Figure 1. Register map, names as in the netlist (run 1).
Bar = 50 um.
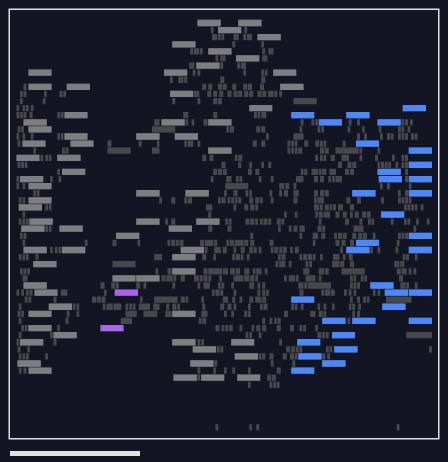
Figure 2. Cell sizes after repair (run 1).
Bar = 50 um.
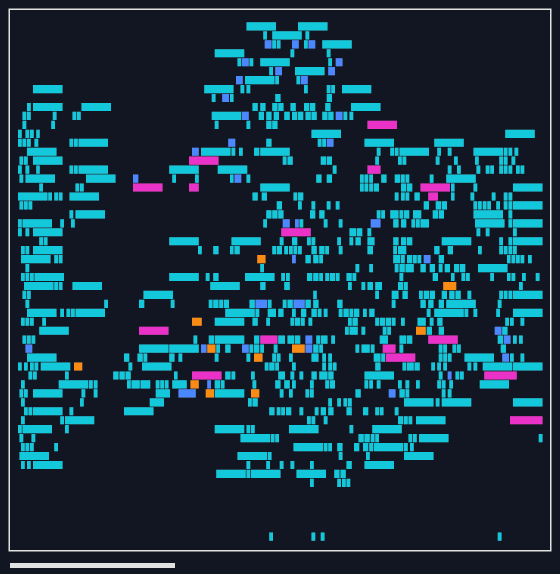
Figure 3. The clock network (run 1).
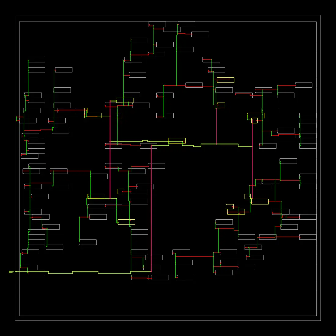
===== src/rtl/unidade_acesso_memoria.sv =====
// Load/store unit between the datapath and a word-wide data memory: byte/half/word access, RMW sub-word stores.
// Optional statistics counters are enabled with the ESTATISTICAS_EN macro.
module unidade_acesso_memoria #(
    parameter int LARGURA_ENDERECO = 32
`ifdef ESTATISTICAS_EN
    ,
    parameter int LARGURA_CONTADOR = 16
`endif
) (
    input  logic                        Clock,
    input  logic                        Reset,
    input  logic                        Req,
    output logic                        Pronto,
    input  logic                        EhEscrita,
    input  logic [1:0]                  Tamanho,
    input  logic                        SemSinal,
    input  logic [LARGURA_ENDERECO-1:0] Endereco,
    input  logic [31:0]                 DadosEscrita,
    output logic                        Concluido,
    output logic [31:0]                 DadosLidos,
    output logic                        ErroAlinhamento,
    output logic [LARGURA_ENDERECO-1:0] MemEndereco,
    output logic [31:0]                 MemDadosEscrita,
    output logic                        MemWrite,
    output logic                        MemRead,
    input  logic [31:0]                 MemDadosLidos
`ifdef ESTATISTICAS_EN
    ,
    output logic [LARGURA_CONTADOR-1:0] TotalLeituras,
    output logic [LARGURA_CONTADOR-1:0] TotalEscritas,
    output logic [LARGURA_CONTADOR-1:0] TotalErros
`endif
);

    typedef enum logic [1:0] {
        OCIOSO   = 2'b00,
        LEITURA  = 2'b01,
        ESCRITA  = 2'b10,
        RESPOSTA = 2'b11
    } estado_t;

    estado_t                     estado_q, estado_d;
    logic [LARGURA_ENDERECO-1:0] end_q, end_d;
    logic [1:0]                  tam_q, tam_d;
    logic                        sem_sinal_q, sem_sinal_d;
    logic                        eh_escrita_q, eh_escrita_d;
    logic                        erro_q, erro_d;
    logic [31:0]                 palavra_q, palavra_d;
    logic [31:0]                 dados_lidos_q, dados_lidos_d;

    function automatic logic desalinhado(input logic [1:0] tam, input logic [1:0] a);
        logic r;
        case (tam)
            2'b00:   r = 1'b0;
            2'b01:   r = a[0];
            2'b10:   r = (a != 2'b00);
            default: r = 1'b1;
        endcase
        return r;
    endfunction

    function automatic logic [31:0] extrai_carga(input logic [31:0] palavra, input logic [1:0] tam,
                                                 input logic [1:0] a, input logic sem_sinal);
        logic [7:0]  b;
        logic [15:0] h;
        logic [31:0] r;
        case (a)
            2'b00:   b = palavra[7:0];
            2'b01:   b = palavra[15:8];
            2'b10:   b = palavra[23:16];
            default: b = palavra[31:24];
        endcase
        h = a[1] ? palavra[31:16] : palavra[15:0];
        case (tam)
            2'b00:   r = sem_sinal ? {24'h000000, b} : {{24{b[7]}}, b};
            2'b01:   r = sem_sinal ? {16'h0000, h} : {{16{h[15]}}, h};
            default: r = palavra;
        endcase
        return r;
    endfunction

    // Inserts the low byte/half of the store data into the lane selected by the address.
    function automatic logic [31:0] funde(input logic [31:0] palavra, input logic [31:0] dado,
                                          input logic [1:0] tam, input logic [1:0] a);
        logic [31:0] r;
        r = palavra;
        case (tam)
            2'b00: begin
                case (a)
                    2'b00:   r[7:0]   = dado[7:0];
                    2'b01:   r[15:8]  = dado[7:0];
                    2'b10:   r[23:16] = dado[7:0];
                    default: r[31:24] = dado[7:0];
                endcase
            end
            2'b01: begin
                if (a[1]) begin
                    r[31:16] = dado[15:0];
                end else begin
                    r[15:0] = dado[15:0];
                end
            end
            default: r = dado;
        endcase
        return r;
    endfunction

    // State and latched request registers.
    always_ff @(posedge Clock or negedge Reset) begin
        if (!Reset) begin
            estado_q      <= OCIOSO;
            end_q         <= '0;
            tam_q         <= 2'b00;
            sem_sinal_q   <= 1'b0;
            eh_escrita_q  <= 1'b0;
            erro_q        <= 1'b0;
            palavra_q     <= 32'h0000_0000;
            dados_lidos_q <= 32'h0000_0000;
        end else begin
            estado_q      <= estado_d;
            end_q         <= end_d;
            tam_q         <= tam_d;
            sem_sinal_q   <= sem_sinal_d;
            eh_escrita_q  <= eh_escrita_d;
            erro_q        <= erro_d;
            palavra_q     <= palavra_d;
            dados_lidos_q <= dados_lidos_d;
        end
    end

    // Next-state logic; palavra holds the store data, then the merged word for sub-word stores.
    always_comb begin
        estado_d      = estado_q;
        end_d         = end_q;
        tam_d         = tam_q;
        sem_sinal_d   = sem_sinal_q;
        eh_escrita_d  = eh_escrita_q;
        erro_d        = erro_q;
        palavra_d     = palavra_q;
        dados_lidos_d = dados_lidos_q;
        case (estado_q)
            OCIOSO: begin
                if (Req) begin
                    end_d        = Endereco;
                    tam_d        = Tamanho;
                    sem_sinal_d  = SemSinal;
                    eh_escrita_d = EhEscrita;
                    palavra_d    = DadosEscrita;
                    erro_d       = desalinhado(Tamanho, Endereco[1:0]);
                    if (desalinhado(Tamanho, Endereco[1:0])) begin
                        estado_d = RESPOSTA;
                    end else if (!EhEscrita || (Tamanho != 2'b10)) begin
                        estado_d = LEITURA;
                    end else begin
                        estado_d = ESCRITA;
                    end
                end else begin
                    estado_d = OCIOSO;
                end
            end
            LEITURA: begin
                if (eh_escrita_q) begin
                    palavra_d = funde(MemDadosLidos, palavra_q, tam_q, end_q[1:0]);
                    estado_d  = ESCRITA;
                end else begin
                    dados_lidos_d = extrai_carga(MemDadosLidos, tam_q, end_q[1:0], sem_sinal_q);
                    estado_d      = RESPOSTA;
                end
            end
            ESCRITA:  estado_d = RESPOSTA;
            RESPOSTA: estado_d = OCIOSO;
            default:  estado_d = OCIOSO;
        endcase
    end

    // Moore outputs decoded from the state and latched registers only.
    always_comb begin
        Pronto          = (estado_q == OCIOSO);
        MemRead         = (estado_q == LEITURA);
        MemWrite        = (estado_q == ESCRITA);
        Concluido       = (estado_q == RESPOSTA);
        ErroAlinhamento = (estado_q == RESPOSTA) && erro_q;
        MemEndereco     = {end_q[LARGURA_ENDERECO-1:2], 2'b00};
        MemDadosEscrita = palavra_q;
        DadosLidos      = dados_lidos_q;
    end

`ifdef ESTATISTICAS_EN
    localparam logic [LARGURA_CONTADOR-1:0] UM = {{(LARGURA_CONTADOR-1){1'b0}}, 1'b1};

    logic [LARGURA_CONTADOR-1:0] leituras_q, leituras_d;
    logic [LARGURA_CONTADOR-1:0] escritas_q, escritas_d;
    logic [LARGURA_CONTADOR-1:0] erros_q, erros_d;

    // Saturating completion counters, bumped while in RESPOSTA.
    always_comb begin
        leituras_d = leituras_q;
        escritas_d = escritas_q;
        erros_d    = erros_q;
        if (estado_q == RESPOSTA) begin
            if (erro_q) begin
                erros_d = (erros_q == '1) ? erros_q : erros_q + UM;
            end else if (eh_escrita_q) begin
                escritas_d = (escritas_q == '1) ? escritas_q : escritas_q + UM;
            end else begin
                leituras_d = (leituras_q == '1) ? leituras_q : leituras_q + UM;
            end
        end else begin
            erros_d = erros_q;
        end
    end

    // Counter registers.
    always_ff @(posedge Clock or negedge Reset) begin
        if (!Reset) begin
            leituras_q <= '0;
            escritas_q <= '0;
            erros_q    <= '0;
        end else begin
            leituras_q <= leituras_d;
            escritas_q <= escritas_d;
            erros_q    <= erros_d;
        end
    end

    assign TotalLeituras = leituras_q;
    assign TotalEscritas = escritas_q;
    assign TotalErros    = erros_q;
`endif

endmodule


===== config.mk =====
export PLATFORM = sky130hd
export DESIGN_NAME = unidade_acesso_memoria
export DESIGN_NICKNAME = d
export VERILOG_FILES = /design/src/rtl/unidade_acesso_memoria.sv
export SDC_FILE = /design/constraint.sdc
export NUM_CORES = 1
export LEC_CHECK = 0
export ABC_AREA = 1
export CAP_MARGIN = 40
export CORE_MARGIN = 2
export CORE_UTILIZATION = 23
export DETAILED_ROUTE_END_ITERATION = 7
export DONT_BUFFER_PORTS = 1
export MAX_ROUTING_LAYER = met4
export PLACE_DENSITY_LB_ADDON = 0.25
export SYNTH_ARGS = -nofsm -noshare
export SYNTH_HDL_FRONTEND = slang
export SYNTH_SLANG_ARGS = --single-unit

===== constraint.sdc =====
create_clock -name Clock -period 4.3 [get_ports Clock]
set_clock_uncertainty 0.2 [all_clocks]
set_input_delay 0.645 -clock Clock [delete_from_list [all_inputs] [get_ports Clock]]
set_output_delay 0.645 -clock Clock [all_outputs]
set_load 0.03 [all_outputs]

==> metrics.cfg, run 1 <==
[finish]
drive_gt1_share_pct = 8.02
fin_area_mm2 = 0.00629
area_delta_synth_final_pct = 6.64
lay_top_cells = 296 x nand2_1, 103 x dfrtp_1, 68 x nor2_1
final_core_util_pct = 25.0
nFillCells = 2800
final_common_cell = nand2_1
antenna_cells = 0

[drt]
drt_iter0_drc = 420
wl_per_cell_um = 18.7
routed_via_density = 4.57
drc = 0
ant_nets = 0
vias = 5096
firstDrtPassIters = 5
wl_um = 20900

[timing]
tightestPinTransition_ns = 0.699
setup_ws_ns = 1.65
slew_viol_final = 0
max_slew_margin_pct = 53.4
finalHoldViolCount = 0
max_freq_mhz = 378
tns_ns = 0
post-route-period-util_pct = 61.5
rsz0062_at_grt = no
period_minus_slack_ns = 2.65
finalSetupViolations = 0
holdWs_ns = 0.00693

[grt]
grt_first_pass_wirelength_um = 31000
grt_pass1_vias = 5050
antenna_found_initial = 0
use_met2_pct = 24.2
grtUsageTotal_pct = 16.1
grt_overflow = 0
globalRouteMet3Util_pct = 6.64
grt-busiest-layer = met2
gr-usage-met1_pct = 19.8
grt_max_degree = 104

[synth]
largest_area_cell = dfrtp_1
syn_inst = 835
top_area_share_pct = 43.7
yosys-top-cells-area = dfrtp_1 44%, nand2_1 19%, nand3_1 5.0%
ys_ff = 103
ys_cells = 835
syn_area_mm2 = 0.00590
syn_avg_cell_area_um2 = 7.06
yosys_warnings = 0
synth_seq_share_pct = 43.7
yosysChipArea_mm2 = 0.00590

[power_and_ir_drop]
leakage_nw = 3.18
comb_power_share_pct = 38.8
power.share.clock_pct = 13.9
switching_power_mw = 3.31
ir_drop_mv = 0.399
swShare_pct = 55.9
cellPowerDensity_mw_per_mm2 = 943
seqPwrFrac_pct = 47.3
internal_power_mw = 2.62

[clock_tree]
cts_resized = 0
clk_pin_slew_ns = 0.08
cts_setup_buffers = 0
cts_root_buf = clkbuf_16
clockBufferDepth = 2
ctsHoldBuffers = 1
cts_sinks = 103
htree_levels = 3
cts_tree = done

[critical_path]
reg2regPathDepth = 10
start_kind = flip-flop
required_ns = 4.35
arrival_ns = 2.70
crit_type = reg -> reg
worst_setup_path_end_kind = flip-flop

[hold_path]
min_path_type = in -> async

[placed_design]
pre_cts_ws_ns = 1.71
placed_cell_area_mm2 = 0.00597
gp_congestion = 0.812
io_buffers = 0
hpwl_um = 15800

[floorplan]
core-area_mm2 = 0.0252
ios = 204
initCoreUtil_pct = 23.4
die_y_um = 164
die_w_um = 164
dieArea_mm2 = 0.0269
core.rowCount = 58

[flow_run]
drv_cap = 0
warnings = 31

[outcome]
status = finished, final reports clean

## Picture notes: Figure 1
color	netlist name	placed flops
purple	estado_q	2
blue	MemDadosEscrita	32
not colored	69

## Picture notes: Figure 2
color	size	cells	share
blue	drive 2	36	4.6%
cyan	drive 1 or less	723	92%
magenta	drive 6 and up	16	2.0%
orange	drive 3 to 4	11	1.4%

## Picture notes: Figure 3
clk_buf instances: 9
Clk Latency, worst-skew pair: 0.36 ns
CTS Buf Count: 9

-- run 1: final timing paths --
| kind | start | endpoint | slack [ns] |
|---|---|---|---|
| max | tam_q[1] | MemDadosEscrita[7] | 1.65 |
| min | Reset | MemDadosEscrita[21] | 0.007 |
| max reg2reg | tam_q[1] | MemDadosEscrita[7] | 1.65 |
| min reg2reg | erro_q | erro_q | 0.29 |
| max in group asynchronous | Reset | end_q[19] | 3.46 |
| min in group Clock | Endereco[5] | end_q[5] | 0.18 |
-- run 1: cells in the mapped netlist --
library cell / n
buf_4: 34
nand2_4: 1
nor2_1: 68
o211ai_1: 11
nand2_1: 296
o21ai_0: 44
nand4_1: 8
clkbuf_1: 27
conb_1: 1
a21oi_1: 51
nor3_1: 5
buf_1: 5
o21ai_1: 2
buf_2: 8
nand3_2: 2
ha_1: 4
or2_2: 20
a21oi_2: 1
nand2_2: 4
clkinv_2: 1
o22ai_1: 5
buf_6: 2
o221ai_1: 1
o21a_1: 1
nor2_4: 1
nand3_1: 59
nor2_2: 2
inv_1: 64
dfrtp_1: 103
inv_2: 4
-- run 1: worst max-delay path, stage by stage (launching register included) --
cell and delay (ns):
dfrtp_1 0.32, buf_4 0.31, inv_2 0.18, nand2_2 0.54, nor2_2 0.11, nand2_1 0.21, nand2_4 0.12, inv_2 0.20
nand2_2 0.16, nand2_1 0.10, nand2_1 0.06
-- run 1: state kept, by name, indices dropped and copies added (netlist names) --
name and cells:
DadosLidos 32, MemDadosEscrita 32, eh_escrita_q 1, end_q 32
erro_q 1, estado_q 2, sem_sinal_q 1, tam_q 2
-- run 1: cell families (layout without fill, tap and decap cells) --
kind of cell,Yosys count,in the layout,share of synthesized area [%]
simple gates,466,466,32.9
compound gates,116,116,10.6
buf+inv,145,95,11.8
other cells,1,2,0.0636
fa+ha+maj,4,4,0.849
flops,103,103,43.7
-- run 1: per-layer routing --
metal,share of wire (%),vias to the layer above
met1,42,2338
li1,-,2480
met3,13,15
met4,1.3,0
met2,44,263
met5,0,-
-- run 1: stage by stage --
| stage | total power [mW] | cells |
|---|---|---|
| after CTS | 6.00 | 1116 |
| after global routing | 6.45 | 1116 |
| after floorplan | 4.61 | 836 |
| after global placement | 5.06 | 1097 |
| after detailed placement | 5.13 | 1099 |
| final | 5.93 | 1116 |
-- run 1: area by class of cell --
class / count / area [um^2] / area share (%)
multi-input combinational: 588 / 2630 / 41.8
sequential: 103 / 2580 / 41.0
tap: 330 / 413 / 6.57
inverter: 69 / 260 / 4.14
clock buffer: 9 / 225 / 3.58
timing repair buffer: 10 / 123 / 1.95
clock inverter: 7 / 62.6 / 0.995
-- run 1: power groups by stage --
stage          registers [mW]  logic (mW)  clock network [mW]
3_5_place_dp             2.84        2.29                   0
5_1_grt                  2.89        2.66               0.898
2_1_floorplan            2.31        2.30                   0
3_3_place_gp             2.85        2.21                   0
6_report                 2.81        2.30               0.824
4_1_cts                  2.83        2.31               0.858
==> inputs of run 2 (changes only) <==
- clock period: 4.3 -> 2.2 ns (I/O delays scaled with it)
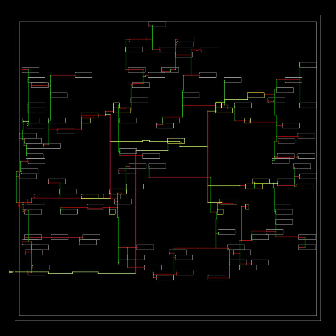
Figure 4: run 2, the clock network.
clk_buf instances: 10
Seq cells: 103
clock network power: 1.63 mW

==> metrics.cfg, run 2 <==
[outcome]
status = complete, but fails checks
violations = hold timing

[power_and_ir_drop]
leakage_nw = 3.43
cellPowerDensity_mw_per_mm2 = 1740
p_total_mw = 11.9
ir_drop_mv = 0.609

[critical_path]
max_stage_delay_ns = 0.68
crit_type = reg -> reg
start_kind = flip-flop
required_ns = 2.25
cp_top_family = flip-flops
worst_setup_path_end_kind = flip-flop
slowest_stage = dfrtp_1
cp_common_cell = nand2_1
path_cells = inv_2, a21oi_2, inv_1, nand2_1, nand3_1, nand2_1, nand2_1

[floorplan]
core.rowCount = 58
die_y_um = 164
ios = 204

[placed_design]
gp_congestion = 0.840
io_buffers = 0
hpwl_um = 15900

[synth]
yosys-top-cells-area = dfrtp_1 44%, nand2_1 19%, nand3_1 5.0%
synth_seq_share_pct = 43.7
ys_async_sr_fraction_pct = 100
yosys-top-cells-count = 296 x nand2_1, 103 x dfrtp_1, 68 x nor2_1
syn_area_mm2 = 0.00590
syn_inst = 835
ys_cells = 835

[drt]
wl_per_cell_um = 18.3
ant_nets = 0
firstDrtPassIters = 5
vias = 5331

[timing]
slew_viol_final = 0
rsz0062_at_grt = no
finalHoldViolCount = 103
period_minus_slack_ns = 2.04
max_slew_margin_pct = 63.5
finalSetupViolations = 0
tightestPinTransition_ns = 0.547
holdWs_ns = -0.539

[finish]
fin_area_mm2 = 0.00683
nFillCells = 2758
drive_gt1_share_pct = 9.22
lay_top_cells = 296 x nand2_1, 103 x dfrtp_1, 68 x nor2_1
area_delta_synth_final_pct = 15.8
final_core_util_pct = 27.1
antenna_cells = 0
final_common_cell = nand2_1

[grt]
grt_max_degree = 104
grt_overflow = 0
grt_pass1_vias = 5238
antenna_found_initial = 0
grtUsageTotal_pct = 16.4
gr-usage-met1_pct = 20.7

[clock_tree]
clockBufferDepth = 2
cts_setup_buffers = 0
cts_inserted_buffers = 9
cts_resized = 0
ctsHoldBuffers = 45

[flow_run]
warnings = 33

[hold_path]
min_path_type = in -> async

==> run 2: cell counts after synthesis <==
Identical to the previous run, type by type.
==> run 2: worst paths after layout <==
kind / startpoint / end / slack (ns) / depth (start not counted)
min in group Clock: DadosEscrita[22] / MemDadosEscrita[22] / 0.01 / 3
setup / recovery: end_q[1] / MemDadosEscrita[16] / 0.16 / 7
hold / removal: Reset / MemDadosEscrita[21] / -0.54 / 0
hold reg to reg: erro_q / erro_q / 0.30 / 2
setup reg to reg: end_q[1] / MemDadosEscrita[16] / 0.16 / 7
max in group asynchronous: Reset / DadosLidos[31] / 2.16 / 0
==> run 2: power by group <==
group / switching, mW / total, mW / internal, mW
Sequential: 2.67 / 5.49 / 2.82
Clock: 0.808 / 1.63 / 0.818
Combinational: 3.03 / 4.74 / 1.71
==> run 2: worst register-to-register path: stages, from the launching register on <==
cell and delay [ns]:
dfrtp_1 0.68, inv_2 0.26, a21oi_2 0.28, inv_1 0.14, nand2_1 0.09, nand3_1 0.13
nand2_1 0.10, nand2_1 0.05
==> run 2: logic make-up after synthesis <==
logic type / Yosys count / synth area share [%]
adder cells (fa/ha/maj): 4 / 0.849
other: 1 / 0.0636
buffers and inverters: 145 / 11.8
AND/OR/NAND/NOR: 466 / 32.9
AND-OR/OR-AND: 116 / 10.6
flip-flops: 103 / 43.7
==> run 2: final cells by class <==
type | instances | share of cell area (%)
timing repair buffer | 70 | 9.71
clock inverter | 6 | 0.715
clock buffer | 10 | 3.50
tap | 330 | 6.05
sequential | 103 | 37.7
multi-input combinational | 588 | 38.5
inverter | 69 | 3.81
==> run 2: routing by layer <==
| metal | vias up | share of wire (%) |
|---|---|---|
| li1 | 2617 | - |
| met1 | 2458 | 43 |
| met2 | 240 | 45 |
| met3 | 16 | 11 |
| met4 | 0 | 1.2 |
| met5 | - | 0 |
Power and IR drop assume default switching activity.
